`src/rtl/acc_pkg.sv`:
```
// Shared defaults and FSM encoding for the feature-tile feeder.
package acc_pkg;

  localparam int ACC_N      = 4;
  localparam int ACC_DATA_W = 8;
  localparam int ACC_CNT_W  = 16;

  typedef enum logic [1:0] {
    IDLE   = 2'd0,
    STREAM = 2'd1,
    DRAIN  = 2'd2
  } if_state_e;

endpackage

```
`src/rtl/if_skew.sv`:
```
// Triangular delay line: lane k delays its slice of the input vector by k+1 cycles.
module if_skew
  import acc_pkg::*;
#(
  parameter int N      = ACC_N,
  parameter int DATA_W = ACC_DATA_W
) (
  input  logic                clk,
  input  logic                rst,
  input  logic [N*DATA_W-1:0] in_data,
  input  logic                in_valid,
  output logic [N*DATA_W-1:0] out_data,
  output logic [N-1:0]        out_valid
);

  for (genvar k = 0; k < N; k++) begin : g_lane
    logic [DATA_W-1:0] d_q [k+1];
    logic              v_q [k+1];

    // NOTE: the delay stages are cleared on reset (unlike plain storage) so a
    // tile aborted mid-flight cannot leak valid entries out after reset.
    always_ff @(posedge clk) begin
      if (rst) begin
        for (int i = 0; i <= k; i++) begin
          d_q[i] <= '0;
          v_q[i] <= 1'b0;
        end
      end else begin
        d_q[0] <= in_data[k*DATA_W +: DATA_W];
        v_q[0] <= in_valid;
        for (int i = 1; i <= k; i++) begin
          d_q[i] <= d_q[i-1];
          v_q[i] <= v_q[i-1];
        end
      end
    end

    assign out_data[k*DATA_W +: DATA_W] = d_q[k];
    assign out_valid[k]                 = v_q[k];
  end

endmodule

```
`src/rtl/if_feeder.sv`:
```
// Streams one feature tile from the FIFO into the array's left edge through a skew.
module if_feeder
  import acc_pkg::*;
#(
  parameter int N      = ACC_N,
  parameter int DATA_W = ACC_DATA_W,
  parameter int CNT_W  = ACC_CNT_W
) (
  input  logic                clk,
  input  logic                rst,
  input  logic                start_if,
  input  logic [CNT_W-1:0]    num_rows,
  input  logic                src_valid,
  input  logic [N*DATA_W-1:0] src_data,
  output logic                src_rd,
  output logic [N*DATA_W-1:0] a_data,
  output logic [N-1:0]        a_valid,
  output logic                if_ready,
  output logic                if_done
);

  localparam int                 DRAIN_W    = (N > 1) ? $clog2(N) : 1;
  localparam logic [DRAIN_W-1:0] DRAIN_LAST = DRAIN_W'(N - 1);

  if_state_e          state;
  logic [CNT_W-1:0]   rows_q;
  logic [CNT_W-1:0]   row_cnt;
  logic [DRAIN_W-1:0] drain_cnt;
  logic [N*DATA_W-1:0] skew_data;

  // NOTE: src_rd is a continuous decode, not a register, so the FIFO pops in
  // the same cycle it presents data; rst gates it so nothing pops during reset.
  assign src_rd    = !rst && (state == STREAM) && src_valid;
  assign skew_data = src_rd ? src_data : '0;
  assign if_ready  = (state == IDLE);
  assign if_done   = !rst && (state == DRAIN) && (drain_cnt == DRAIN_LAST);

  always_ff @(posedge clk) begin
    if (rst) begin
      state     <= IDLE;
      rows_q    <= '0;
      row_cnt   <= '0;
      drain_cnt <= '0;
    end else begin
      unique case (state)
        IDLE: begin
          if (start_if) begin
            rows_q    <= num_rows;
            row_cnt   <= '0;
            drain_cnt <= '0;
            state     <= (num_rows == '0) ? DRAIN : STREAM;
          end
        end
        STREAM: begin
          if (src_valid) begin
            row_cnt <= row_cnt + CNT_W'(1);
            // Exact-equality end test; num_rows never exceeds the counter range.
            if (row_cnt + CNT_W'(1) == rows_q) begin
              drain_cnt <= '0;
              state     <= DRAIN;
            end
          end
        end
        DRAIN: begin
          if (drain_cnt == DRAIN_LAST) begin
            drain_cnt <= '0;
            state     <= IDLE;
          end else begin
            drain_cnt <= drain_cnt + DRAIN_W'(1);
          end
        end
        default: state <= IDLE;
      endcase
    end
  end

  if_skew #(
    .N      (N),
    .DATA_W (DATA_W)
  ) u_skew (
    .clk       (clk),
    .rst       (rst),
    .in_data   (skew_data),
    .in_valid  (src_rd),
    .out_data  (a_data),
    .out_valid (a_valid)
  );

endmodule
```
`config.mk`:
```
export PLATFORM = sky130hd
export DESIGN_NAME = if_feeder
export DESIGN_NICKNAME = d
export VERILOG_FILES = /design/src/rtl/acc_pkg.sv /design/src/rtl/if_skew.sv /design/src/rtl/if_feeder.sv
export SDC_FILE = /design/constraint.sdc
export NUM_CORES = 1
export LEC_CHECK = 0
export ABC_CLOCK_PERIOD_IN_PS = 2900
export CAP_MARGIN = 20
export CORE_UTILIZATION = 42
export CTS_CLUSTER_DIAMETER = 80
export DETAILED_ROUTE_END_ITERATION = 7
export PLACE_DENSITY_LB_ADDON = 0.25
export SYNTH_ARGS = -nofsm -noshare
export SYNTH_HDL_FRONTEND = slang
export SYNTH_SLANG_ARGS = --single-unit
```
`constraint.sdc`:
```
create_clock -name clk -period 2.9 [get_ports clk]
set_input_delay 0.29 -clock clk [delete_from_list [all_inputs] [get_ports clk]]
set_output_delay 0.29 -clock clk [all_outputs]
set_load 0.1 [all_outputs]
```
Figure 1. The clock network.
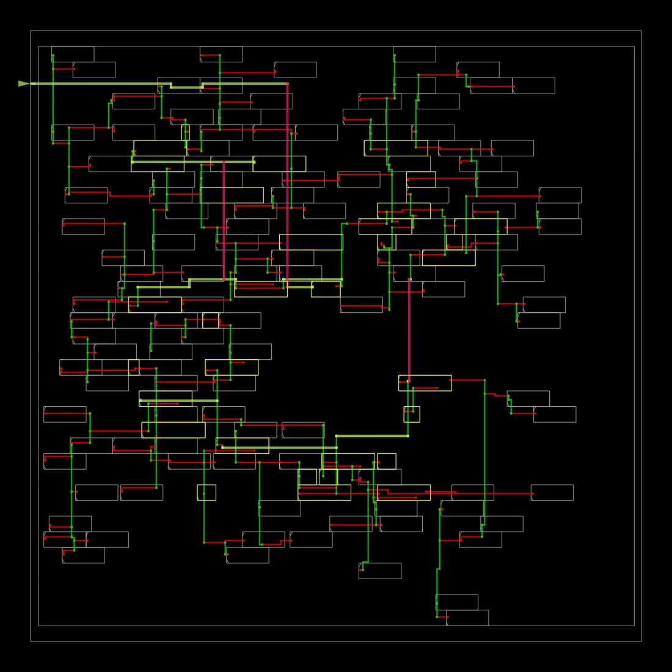
number of CTS-inserted buffers: 17
count of clock buffers in the final design: 19
Clk power: 2190 uW
total number of sequential cells: 120

Figure 2. Gate families picked out.
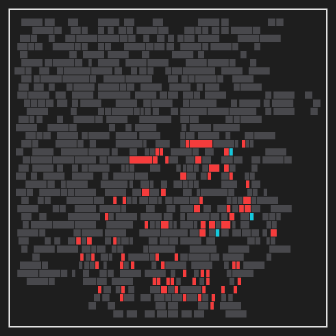
legend:
  red:
    family: NAND gates
    cells: 71
    most_used: nand2_1
  cyan:
    family: inverters
    cells: 3
    most_used: inv_1
combinational share of cell area: 31.3%
dominant logic cell type in the layout: sky130_fd_sc_hd__dfxtp_1
number of cells in the finished layout apart from fillers: 697

Figure 3. Sequential cells coloured by netlist name.
Other sequential cells in the stronger grey, the rest of the logic in the fainter grey.
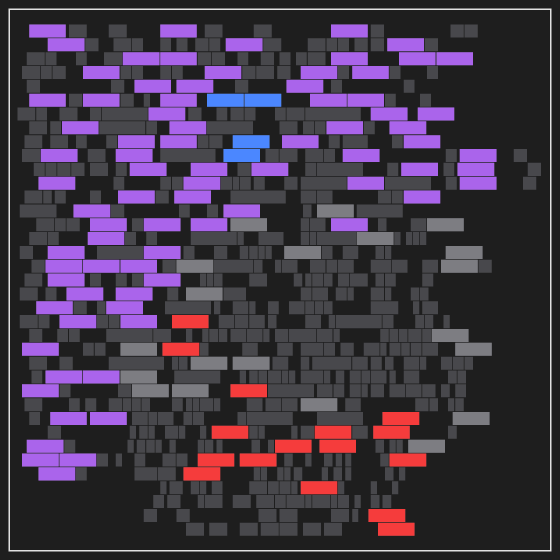
legend:
  blue:
    signal: u_skew.g_lane.v_q
    placed_flops: 4
    where: top middle
  red:
    signal: rows_q
    placed_flops: 16
    where: bottom middle
  purple:
    signal: u_skew.g_lane.d_q
    placed_flops: 80
not coloured: 20
proportion of cell area occupied by registers: 40.4%
flip-flop and latch power: 1700 uW
Post-Route Utilization: 57.1%
sequential cell area: 0.00240 mm^2

==> results.txt <==
run results: HPWL Detailed 6370 um, kind of end point of the critical path flip-flop, Gate power share 6.9%, fraction of synthesized cell area in xor and xnor cells under 10%, antenna-violating nets left 0, multi-input gate area in the final layout 0.00186 mm^2, number of top-level pins between 90 and 100, detailed-route DRC error count 0, Antenna Diode Count 0, average wire length per cell after detail routing about 13 um, r2r worst-path depth 7, average size of a mapped cell 9.51 um^2, Area leader share 52.8%, total leakage power between 0.002 and 0.0025 uW, Final GP Congestion ~0.84, GRT overflow 0, worst hold margin between 0.2 and 0.25 ns, main area contributors after synthesis sky130_fd_sc_hd__dfxtp_1 53%, sky130_fd_sc_hd__nor2b_1 7.1%, sky130_fd_sc_hd__and2_1 4.7%, sky130_fd_sc_hd__nand2_1 3.9%, sky130_fd_sc_hd__a21oi_1 3.5%, wire length the detailed router placed on met1 4040 um, power density cells 702 mW/mm^2, Yosys top cell by area sky130_fd_sc_hd__dfxtp_1, Final Critical Period 2.40 ns, Compound Share, Synth 9.65%, initial antenna violation count 0, final sum of negative setup slack 0 ns, cell-by-cell trace of the critical path ha_1, and3_1, a21oi_2, a2111oi_2, o2111ai_1, nor4_4, o21ai_1, outcome complete, no violations, highest metal layer with signal wires met4, CP max FO 7, area fraction in and, or, nand and nor cells 26.8%, Worst Setup EP drain_cnt[1], layout overhead on the synthesized area 30.6%, Net Sw Power 944 uW, worst setup path category reg2reg, max cap viols 0, Final Max-Slew Violation Tally 0, Clock Tree Root sky130_fd_sc_hd__clkbuf_8, standard-cell row count 37, most frequent logic cells in the routed design 120 x sky130_fd_sc_hd__dfxtp_1, 52 x sky130_fd_sc_hd__nor2b_1, 50 x sky130_fd_sc_hd__clkdlybuf4s50_1, 47 x sky130_fd_sc_hd__nand2_1, 47 x sky130_fd_sc_hd__buf_4, actual transition at the worst max-transition pin a little over 0.6 ns, final-stage net count 602, timing startpoint of the critical path row_cnt[0], deepest level of the CTS H-tree 4, leading register cell type out of synthesis sky130_fd_sc_hd__dfxtp_1, Post-Route Skew 0.0114 ns, number of warning messages in the yosys log 0, launching element type of the critical path flip-flop, most heavily used metal layer in global routing met2, reg-to-reg critical path endpoint drain_cnt[1], commonest cells in the netlist 120 x sky130_fd_sc_hd__dfxtp_1, 52 x sky130_fd_sc_hd__nor2b_1, 47 x sky130_fd_sc_hd__nand2_1, yosys cell count 479, Worst path max stage delay roughly 0.48 ns, maximum number of pins on one net before global-route repair 39, part of the total power dissipated in sequential elements 40.8%, wire length of the first global-routing pass 15300 um, WP data required ~3.3 ns, Post-synth seq share about 53%, stages on the worst setup path 7, worst slew margin relative to its limit between 50% and 60%, number of enable flip-flop cells 0, bufs w/o clock 99, Post-CTS Repair Setup Buffers 0, Cell Count Post-Placement 665, count of buffer and inverter cells on the critical path 0, die area around 0.011 mm^2, Flops after synth roughly 120, hold_sp rst, Detail Route met2 WL between 4000 and 5000 um, IO buf count approximately 90, post-placement setup slack 0.506 ns, GRT Overall Usage 17.5%, number of fill cells 916, Total Power Consumption between 4000 and 5000 uW, placeable core region 0.0104 mm^2, path class of the lowest-slack min-delay path in2reg, clock-cell share of area about a tenth, ratio of cells with drive above 1 in the final layout 16.9%, GR Layer Usage met3 5.33%, Logic inverters 3, Non-Filler Cell Area, Final 0.00595 mm^2, Late-Pin Clk Latency 0.51 ns
Figure 4. The metal 1 layer.
Supply wires on this layer in grey.
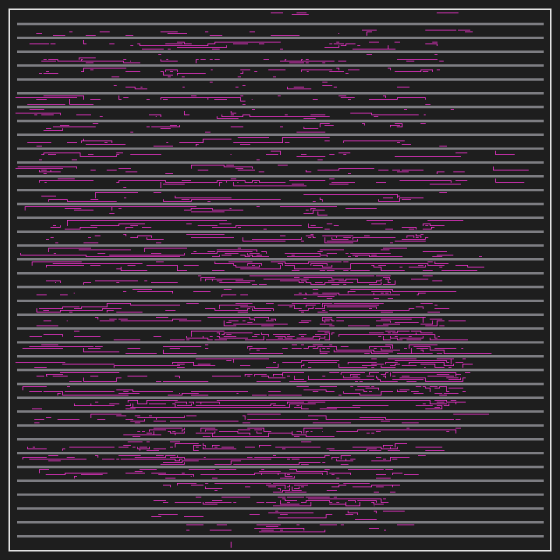
nets with wire on the layer: 552
longest straight run: 41.9 um
main direction: horizontal
met1 track demand over resource: 20.9%
WL final: 9300 um
via count: 3452

Figure 5. PDN straps and rails.
Pins as bars on the die edge.
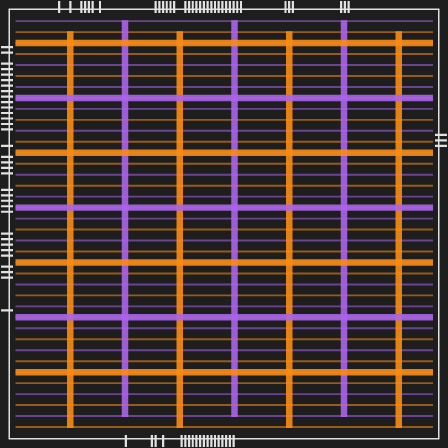
legend:
  purple:
    net: VDD
  orange:
    net: VSS
signal pins: 91
met4 straps: 7
met5 straps: 7
Die W: 106 um
largest voltage drop on the vdd net: 0.412 mV
height of the chip: 106 um

No activity file was given, so power comes from the tool's default toggle rates.
